File: config.mk
export PLATFORM = sky130hd
export DESIGN_NAME = mem_acc_port
export DESIGN_NICKNAME = d
export VERILOG_FILES = /design/src/rtl/mem_pkg.sv /design/src/rtl/mem_line_merge.sv /design/src/rtl/mem_acc_port.sv
export SDC_FILE = /design/constraint.sdc
export NUM_CORES = 1
export LEC_CHECK = 0
export CORE_MARGIN = 2
export CORE_UTILIZATION = 35
export CTS_BUF_LIST = sky130_fd_sc_hd__clkbuf_8 sky130_fd_sc_hd__clkbuf_16
export DETAILED_ROUTE_END_ITERATION = 8
export DONT_BUFFER_PORTS = 1
export GPL_ROUTABILITY_DRIVEN = 1
export HOLD_SLACK_MARGIN = 0.05
export PLACE_DENSITY = 0.58
export REMOVE_ABC_BUFFERS = 1
export SETUP_SLACK_MARGIN = 0.3
export SLEW_MARGIN = 20
export SYNTH_ARGS = -nofsm -noshare
export SYNTH_HDL_FRONTEND = slang
export SYNTH_SLANG_ARGS = --single-unit
File: constraint.sdc
create_clock -name clk -period 5.2 [get_ports clk]
set_clock_uncertainty 0.2 [all_clocks]
set_input_delay 1.04 -clock clk [delete_from_list [all_inputs] [get_ports clk]]
set_output_delay 1.04 -clock clk [all_outputs]
set_load 0.01 [all_outputs]
File: src/rtl/mem_pkg.sv
// mem_pkg: shared FSM encoding and line-geometry helpers for the memory accessor port
package mem_pkg;
   typedef logic [2:0] state_t;
   localparam state_t ST_IDLE  = 3'd0;
   localparam state_t ST_LOAD  = 3'd1;
   localparam state_t ST_MERGE = 3'd2;
   localparam state_t ST_STORE = 3'd3;
   localparam state_t ST_RESP  = 3'd4;
   localparam int DEF_BITSIZE = 32;
   localparam int DEF_N_WORDS = 4;
   function automatic int boff(input int bitsize);
      return $clog2(bitsize / 8);
   endfunction
   function automatic int wsel(input int n_words);
      return $clog2(n_words);
   endfunction
   function automatic int offs(input int bitsize, input int n_words);
      return boff(bitsize) + wsel(n_words);
   endfunction
   function automatic int idx_w(input int n_words);
      return (n_words > 1) ? $clog2(n_words) : 1;
   endfunction
   function automatic int line_w(input int bitsize, input int n_words);
      return bitsize * n_words;
   endfunction
   localparam int LINE_W = line_w(DEF_BITSIZE, DEF_N_WORDS);
endpackage

File: src/rtl/mem_line_merge.sv
// mem_line_merge: replaces the bytes of one word of a line under byte enables
module mem_line_merge
   import mem_pkg::*;
#(
   parameter int BITSIZE = 32,
   parameter int N_WORDS_PER_ADDR = 4
) (
   input  logic [line_w(BITSIZE, N_WORDS_PER_ADDR)-1:0] line,
   input  logic [idx_w(N_WORDS_PER_ADDR)-1:0]           idx,
   input  logic [BITSIZE-1:0]                           wdata,
   input  logic [BITSIZE/8-1:0]                         be,
   output logic [line_w(BITSIZE, N_WORDS_PER_ADDR)-1:0] merged
);
   localparam int NB = BITSIZE / 8;
   // start from the old line and overwrite only enabled bytes of the selected word
   always_comb begin
      merged = line;
      for (int b = 0; b < NB; b++)
         merged[idx*BITSIZE + b*8 +: 8] = be[b] ? wdata[b*8 +: 8] : line[idx*BITSIZE + b*8 +: 8];
   end
endmodule

File: src/rtl/mem_acc_port.sv
// mem_acc_port: turns single-word requests into line load / read-modify-write store transactions
module mem_acc_port
   import mem_pkg::*;
#(
   parameter int BITSIZE = 32,
   parameter int N_WORDS_PER_ADDR = 4
) (
   input  logic                                         clk,
   input  logic                                         resetn_i,
   input  logic                                         req_valid_i,
   output logic                                         req_ready_o,
   input  logic                                         req_we_i,
   input  logic [31:0]                                  req_addr_i,
   input  logic [BITSIZE-1:0]                           req_wdata_i,
   input  logic [BITSIZE/8-1:0]                         req_be_i,
   output logic                                         rsp_valid_o,
   output logic [BITSIZE-1:0]                           rsp_rdata_o,
   output logic [31:0]                                  acc_address_o,
   output logic                                         acc_load_o,
   output logic                                         acc_store_o,
   output logic [line_w(BITSIZE, N_WORDS_PER_ADDR)-1:0] acc_data_o,
   input  logic [line_w(BITSIZE, N_WORDS_PER_ADDR)-1:0] acc_data_i,
   input  logic                                         acc_done_i
);
   localparam int BOFF = boff(BITSIZE);
   localparam int WSEL = wsel(N_WORDS_PER_ADDR);
   localparam int OFFS = offs(BITSIZE, N_WORDS_PER_ADDR);
   localparam int LW   = line_w(BITSIZE, N_WORDS_PER_ADDR);
   localparam int WI   = idx_w(N_WORDS_PER_ADDR);
   state_t               state_q;
   logic                 we_q;
   logic [WI-1:0]        idx_q;
   logic [WI-1:0]        req_idx;
   logic [BITSIZE-1:0]   wdata_q;
   logic [BITSIZE/8-1:0] be_q;
   logic [LW-1:0]        line_q;
   logic [LW-1:0]        merged;
   assign req_idx     = (WSEL > 0) ? WI'(req_addr_i >> BOFF) : '0;
   assign req_ready_o = (state_q == ST_IDLE);
   mem_line_merge #(
      .BITSIZE(BITSIZE),
      .N_WORDS_PER_ADDR(N_WORDS_PER_ADDR)
   ) u_merge (
      .line(line_q),
      .idx(idx_q),
      .wdata(wdata_q),
      .be(be_q),
      .merged(merged)
   );
   // request FSM; controller and response outputs are registered so they change only on state transitions
   always_ff @(posedge clk or negedge resetn_i) begin
      if (!resetn_i) begin
         state_q       <= ST_IDLE;
         we_q          <= 1'b0;
         idx_q         <= '0;
         wdata_q       <= '0;
         be_q          <= '0;
         line_q        <= '0;
         acc_load_o    <= 1'b0;
         acc_store_o   <= 1'b0;
         acc_address_o <= '0;
         acc_data_o    <= '0;
         rsp_valid_o   <= 1'b0;
         rsp_rdata_o   <= '0;
      end else begin
         case (state_q)
            ST_IDLE: if (req_valid_i) begin
               we_q          <= req_we_i;
               idx_q         <= req_idx;
               wdata_q       <= req_wdata_i;
               be_q          <= req_be_i;
               acc_address_o <= req_addr_i >> OFFS;
               acc_load_o    <= 1'b1;
               state_q       <= ST_LOAD;
            end
            ST_LOAD: if (acc_done_i) begin
               acc_load_o <= 1'b0;
               line_q     <= acc_data_i;
               if (we_q) state_q <= ST_MERGE;
               else begin
                  rsp_valid_o <= 1'b1;
                  rsp_rdata_o <= acc_data_i[idx_q*BITSIZE +: BITSIZE];
                  state_q     <= ST_RESP;
               end
            end
            ST_MERGE: begin
               line_q      <= merged;
               acc_data_o  <= merged;
               acc_store_o <= 1'b1;
               state_q     <= ST_STORE;
            end
            ST_STORE: if (acc_done_i) begin
               acc_store_o <= 1'b0;
               rsp_valid_o <= 1'b1;
               rsp_rdata_o <= line_q[idx_q*BITSIZE +: BITSIZE];
               state_q     <= ST_RESP;
            end
            ST_RESP: begin
               rsp_valid_o <= 1'b0;
               state_q     <= ST_IDLE;
            end
            default: state_q <= ST_IDLE;
         endcase
      end
   end
endmodule

Fig. 1: the metal 1 layer
Cells faint in the background.
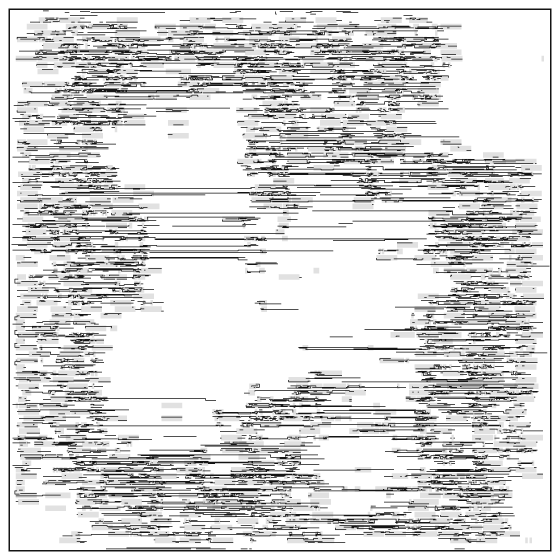
share of all routed wire: 39%
wire length on this layer: 24.0 mm
nets with wire on the layer: 1715
longest straight run: 79.6 µm

Fig. 2: metal 2
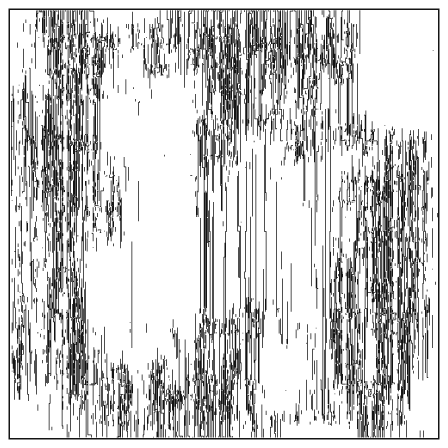
share of all routed wire: 48%
main direction: vertical
nets with wire on the layer: 1501

Fig. 3: the metal 4 layer
Cells faint in the background.
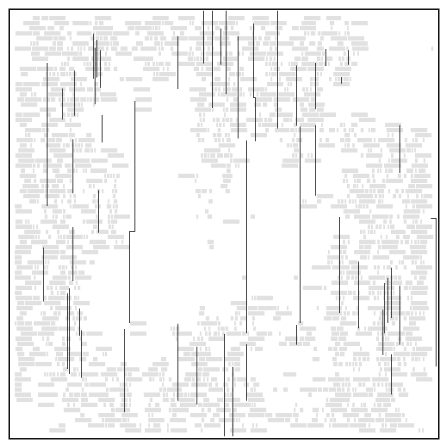
nets with wire on the layer: 31
share of all routed wire: 3.0%
wire length on this layer: 1840 µm
main direction: vertical

==> ci_impl_report.md <==
## PnR job results

| Metric | Value |
|---|---|
| Grt total ovfl | `0` |
| Top Layout Cells | `dfrtp_1 (359), nor2_1 (247), nand2_1 (152)` |
| Maximum root-to-sink buffer count | `3` |
| WP depth | `7` |
| Status | `finished, violations left` |
| Sw power | `6.30 mW` |
| Clock insertion delay at the later pin of the skew report | `0.57 ns` |
| GP Congestion | `0.837` |
| WP buf/inv | `3` |
| Layout cells sized above 1 | `15.9%` |
| Hold slack | `-0.0224 ns` |
| Final setup viols | `0` |
| First-pass GRT wire length | `92200 µm` |
| CTS tree | `done` |
| LEAKAGE | `approximately 7.9 nW` |
| Worst-path clk slew | `0.06 ns` |
| Yosys chip area | `17700 µm²` |
| Final Hold Viols | `55` |
| Failing checks | `negative hold slack` |
| Cell count after placement | `approximately 2300` |
| Number of port buffers | `0` |
==> cell usage after synthesis, drive strengths merged, types with 2 or more instances <==
cell     instances  area share, %
o221a           21            1.3
nand2          152            3.2
nand4bb          3           0.19
o211ai           3           0.13
or2              4           0.14
a221o           21            1.2
nor2b           25           0.89
o21ai          128            3.7
a21o             5           0.21
o22ai           27           0.96
nor4b            2           0.27
inv             16           0.34
and4             2          0.099
a21oi          117            3.3
nand3b           7           0.39
nor2           253            5.4
nor3           105            3.1
mux4            40            5.2
a221oi          48            2.8
mux2            70            4.5
a211oi           4           0.28
dfrtp          361             51
nand3            4           0.14
o21a            21           0.89
mux2i           46            2.6
clkbuf          77            1.6
a22oi           60            2.6
nand2b           3           0.11
buf             60            2.4
ha               5           0.35
==> flip-flops by register name, summed over array words and instances (netlist names) <==
name / cells
acc_data_o: 128
line_q: 128
rsp_rdata_o: 32
wdata_q: 32
acc_address_o: 28
be_q: 4
state_q: 3
idx_q: 2
acc_load_o: 1
acc_store_o: 1
rsp_valid_o: 1
we_q: 1
==> cell type report <==
type                       instances  area, µm²  area share, %
antenna                            1       2.50         0.0128
clock buffer                      51       1190           6.05
sequential                       361       9040           46.1
tap                              672        841           4.29
timing repair buffer              23        243           1.24
clock inverter                    23        299           1.53
inverter                          16       60.1          0.306
multi-input combinational       1188       7930           40.5
==> routing by layer <==
metal | global-route usage [%] | vias up | part of all wire [%]
met5 | 0 | - | 0
met4 | 8.76 | 0 | 3.0
met3 | 6.77 | 120 | 10
met2 | 37.5 | 762 | 48
met1 | 29.0 | 7074 | 39
li1 | - | 6031 | -
==> logic make-up after synthesis <==
family,Yosys count,synth area share (%)
simple gates,563,14.1
compound gates,460,17.7
flops,361,51.1
mux,156,12.3
buf+inv,153,4.38
fa+ha+maj,5,0.354
other cells,1,0.0212
No activity file was given, so power comes from the tool's default toggle rates.
